==> run_1/sizes.png <==
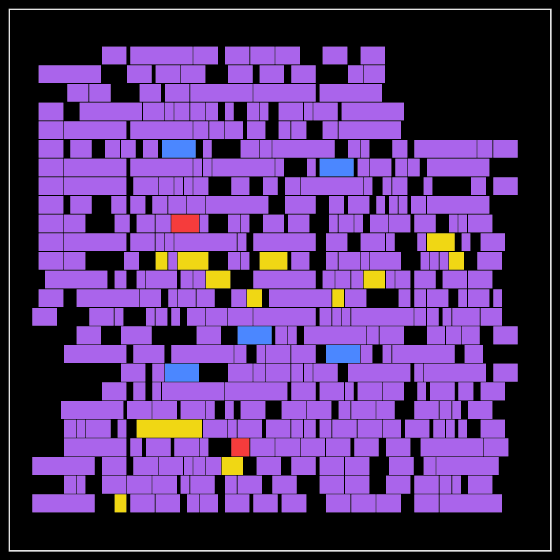
==> run_1/congestion.png <==
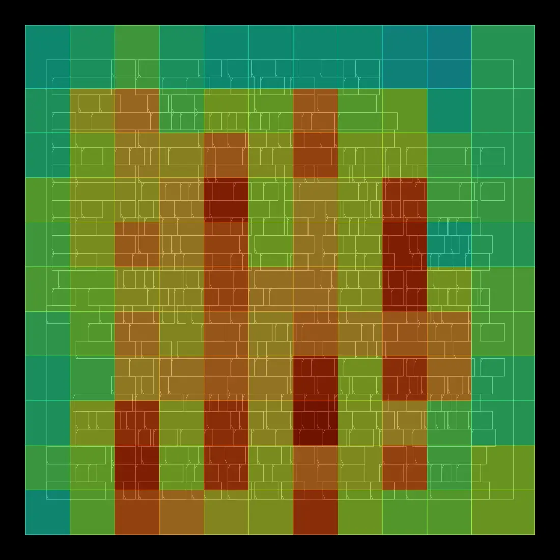
==> run_1/layer_met2.png <==
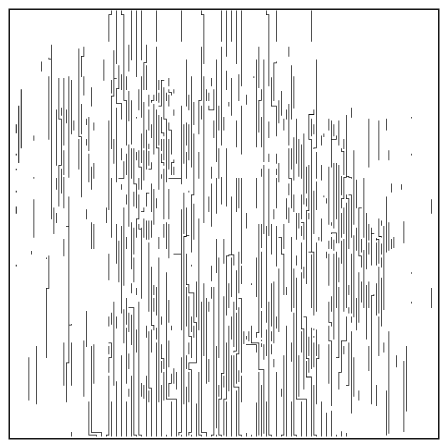
Design acc_share_sched, sky130hd; sources not shown.
==> notes.md, run 1 <==
flow finished, numbers: sequential share of power=0.567, largest cell class by area=multi-input combinational cells, Comb. pwr=roughly 32 µW, placed cell count=approximately 430, total power=332 µW, Most common cell on crit path=clkdlybuf4s50_1, area leader, netlist=dfrtp_1, Top pwr grp=registers, Layout fillers=between 300 and 400, Req. time, crit path=about 8300 ps, synth top area cells=dfrtp_1 42%, mux2i_1 6.6%, nand2_1 5.8%, hpwl dp=5380 µm, logic area=approximately 1400 µm², Sw Pwr=approximately 74 µW, yosys warning tally=0, yosys cell count=around 290, Worst Setup Slack post-DPL=between 4000 and 5000 ps, I/O pin total=approximately 91, Final ANT Viol Nets=0, Post-CTS Repair Setup Buffers=0, critical-path cell list=clkdlybuf4s50_1, nand3_1, inv_1, clkdlybuf4s50_1, clk tree area frac=0.0229, num rows=25, vias in the first global route=around 2500, Leak Pwr=1.57 nW, die width=78.7 µm, Most Crowded Layer GR=met2, htree depth=2, asr flop ratio synth=1.00, synth cell count leaders=44 x dfrtp_1, 40 x nand2_1, 23 x o21ai_0, 17 x mux2i_1, 15 x clkbuf_1, sequential power=between 150 and 200 µW, CTS tree=yes, CP endpoint kind=primary output, Non-Filler Instances=434, period utilisation layout=0.514, most common cell in the synthesized netlist=dfrtp_1, R2R setup slack=5500 ps, global route overflow=0, status=complete, no violations, placed cell area=3520 µm², CLK BUF=6, Reg clk slew, reported paths=about 80 ps, largest fanout on the critical path=19, die y size=~80 µm, maxcap violations=0, Period minus WS final=slightly above 5000 ps, core area=roughly 5000 µm², comb area leader=simple AND/OR/NAND/NOR gates, Compound Share, Synth=0.192, crit start category=input pin, Comb pwr share=0.097, crit path kind=input pin to primary output, nonclk inv count=14, synthesis area per yosys=between 2000 and 3000 µm², met1 WL=approximately 2900 µm, simple share=0.207, Post-Syn Instances=about 290, top sig layer=met4, Max-Slew Margin vs Limit=0.273, synthesized net count=approximately 340, fraction of area in multi-input gates=0.375
Back to the opening pictures, sizes.png:
| size | colour | cells | share |
|---|---|---|---|
| _2 cells | yellow | 12 | 3.3% |
| _3 and _4 cells | red | 2 | 0.54% |
| _0 and _1 cells | purple | 348 | 95% |
| _6 and larger | blue | 5 | 1.4% |
final instance area: 3600 µm²
Non-clock buffers: 91

Back to the opening pictures, congestion.png:
GRT met3 Usage: 0.0351
Final Util: 0.733
WL/cell: 16.6 µm
All-Layer GR Usage: 0.241
met1 Usage GRT: 0.309

Back to the opening pictures, layer_met2.png:
main direction: vertical
longest straight run: 32.0 µm
share of all routed wire: 53%
nets with wire on the layer: 358
vias: 2441
routed wire length: 7210 µm
met2 Use GR: 0.424

==> run_1/layer_met1.png <==
Cells faint in the background.
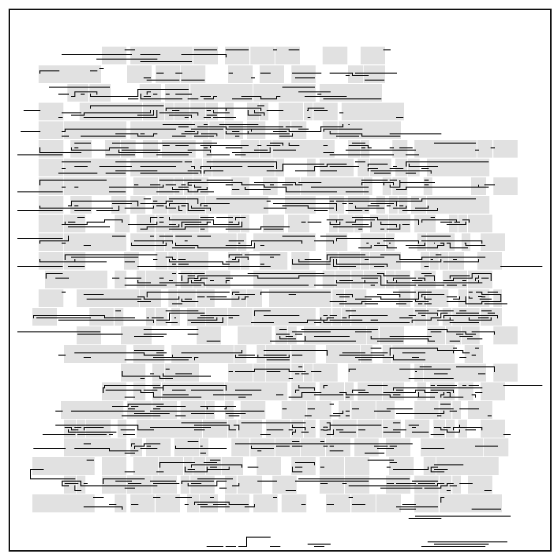

==> run 1 -> run 2 <==
--- a/config.mk
+++ b/config.mk
@@ -7,10 +7,10 @@
 export LEC_CHECK = 0
 export CAP_MARGIN = 10
 export CORE_MARGIN = 3
-export CORE_UTILIZATION = 49
+export CORE_UTILIZATION = 41
 export DETAILED_ROUTE_END_ITERATION = 16
 export HOLD_SLACK_MARGIN = 0.15
-export PLACE_DENSITY = 0.95
+export PLACE_DENSITY = 0.86
 export SYNTH_ARGS = -nofsm -noshare
 export SYNTH_HDL_FRONTEND = slang
 export SYNTH_SLANG_ARGS = --single-unit
==> constraint.sdc (replaced) <==
create_clock -name clk -period 4.2 [get_ports clk]
set_input_delay 0.63 -clock clk [delete_from_list [all_inputs] [get_ports clk]]
set_output_delay 0.63 -clock clk [all_outputs]
set_load 0.005 [all_outputs]
==> run_2/layer_met1.png <==
Cells faint in the background.
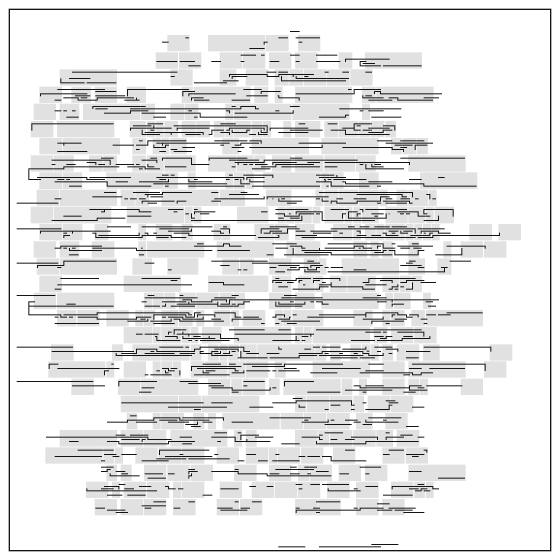
longest straight run: 33.1 µm
nets with wire on the layer: 375
wire length on this layer: 3000 µm
vias: 2448
routed wire length: 7310 µm
met1 Usage GRT: 0.254

==> run 2 against run 1 <==
Compared with the run above: first-iteration DRC count decreased by 15%; count of clock-buffer cells in the layout increased by 2; sequential share of layout area is 0.45 points lower; critical endpoint is now state[1]$_DFFE_PN0P_; largest cell class unchanged; highest routed layer unchanged.
==> notes.md, run 2 <==
flow finished, numbers: Post-Syn Instances=285 (unchanged), Comb pwr share=0.096 (about the same), CTS Hold Bufs=0, Period minus WS final=a little under 4000 ps, R2R setup slack=280 ps (-5220 ps), Sw Pwr=168 µW (+130%), final instance area=3650 µm² (+1.5%), die width=85.5 µm (+8.6%), logic area=1350 µm² (unchanged), yosys xor share=0.0270, status=complete, no violations, clk ins delay skew pair=290 ps, Hold Path Cell Cnt=2, synth cell count leaders=44 x dfrtp_1, 40 x nand2_1, 23 x o21ai_0, 17 x mux2i_1, 15 x clkbuf_1, Post-synth top flop=dfrtp_1, yosys warning tally=0 (unchanged), asr flop ratio synth=1.00 (unchanged), largest fanout on the critical path=7 (-12), fraction of area in multi-input gates=0.370 (-0.00540), syn avg cell area=approximately 9.1 µm², chip area=around 7300 µm², clk tree area frac=0.0219 (-0.00102), total clock buffers created by CTS=5, htree depth=2 (unchanged), CTS Buffer Depth=2, Req. time, crit path=4380 ps (-3950 ps), Pint=605 µW, period utilisation layout=0.934, sequential cell area fraction in the yosys report=0.435, CP Buf/Inv Count=0, Non-Filler Instances=448 (+3.2%), total power=773 µW (+130%), synthesis area per yosys=2590 µm² (unchanged), tap cells=75, global route overflow=0 (unchanged), Comb. pwr=74.6 µW (+130%), fmax=~0.25 GHz, num rows=28 (+12%), comb area leader=simple AND/OR/NAND/NOR gates, met2 Use GR=0.364 (-0.0592), die y size=85.5 µm (+8.6%), simple share=0.207 (unchanged), wire length on met2=3860 µm, most common cell in the synthesized netlist=dfrtp_1, synthesis-to-layout area growth=40.9%, Worst Hold Slack=between 400 and 500 ps, mux cell area share after synthesis=0.0700, largest cell class by area=multi-input combinational cells, number of iterations in the first detailed-routing pass=4, Root Driver=clkbuf_8, first-pass GRT wire length=~12000 µm, worst reg2reg path depth=10, Compound Share, Synth=0.192 (unchanged), slowest CP cell=or4_1, synth top area cells=dfrtp_1 42%, mux2i_1 6.6%, nand2_1 5.8%, sequential power=439 µW (+130%), Post-CTS Repair Setup Buffers=0 (unchanged), Worst VDD drop=0.155 mV, sequential share of power=0.568 (about the same), Top pwr grp=registers, Max-Slew Margin vs Limit=0.334 (+0.0615), synthesized net count=335 (unchanged), placed cell area=3570 µm² (+1.6%), yosys cell count=285 (unchanged), WL/cell=16.3 µm (-1.8%), area leader, netlist=dfrtp_1, Sequential cell area=about 1100 µm², layout cells sized above 1=0.0617, Commonest Layout Cell=clkdlybuf4s50_1, Vias per Instance=around 5.5, slew at the pin closest to its max-slew limit=approximately 1000 ps, met1 WL=3000 µm (+1.9%), nonclk inv count=14 (unchanged), hpwl dp=5610 µm (+4.2%), vias in the first global route=2479 (-0.16%), CP endpoint kind=flop, RSZ-0062 raised after global routing=no, I/O pin total=91 (unchanged), Most Crowded Layer GR=met2, All-Layer GR Usage=0.205 (-0.0361), Routability Congestion=between 0.9 and 1, CTS tree=yes, Non-clock buffers=97 (+6.6%), GRT met3 Usage=0.0346 (-0.000565), Synthesized registers=about 45, Worst Setup Slack post-DPL=313 ps (-4450 ps), top sig layer=met4, PD cells=around 210 nW/µm², antenna diode count=0, placed cell count=440 (+3.3%), CP arrival=4110 ps, metal3 WL=about 350 µm, crit path kind=flop to flop, Leak Pwr=1.59 nW (+1.6%), critical-path cell list=or4_1, or3_1, or3b_2, ha_1, or2_2, o41a_1, o221a_2, o22ai_1, nor2_1, o31a_1, Layout fillers=494 (+38%), CLK BUF=8 (+2), Final ANT Viol Nets=0 (unchanged), Clock power frac=0.335, crit start category=flop, Reg clk slew, reported paths=80 ps (about the same), most frequent logic cells in the routed design=89 x clkdlybuf4s50_1, 44 x dfrtp_1, 40 x nand2_1, 23 x o21ai_0, 17 x mux2i_1, maxcap violations=0 (unchanged)
==> run_2/cell_density.png <==
Bar = 20 µm. The die is cut into 9 by 9 equal tiles; dark blue is low, red is high, 0 to 100% covered.
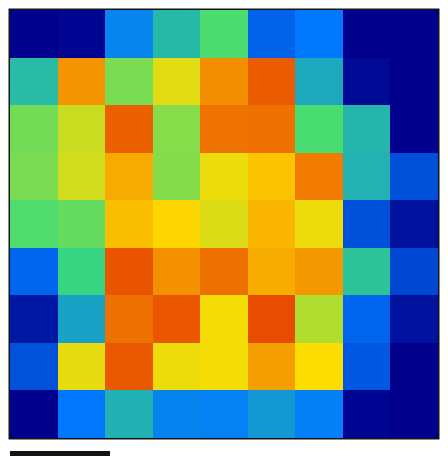
densest ninth of the die: middle
emptiest ninth of the die: top right
tiles over 75% full: 27%
core area: 6030 µm²
fp_density: 0.430
Final Util: 0.606

Power is estimated from default activity; no workload was simulated.
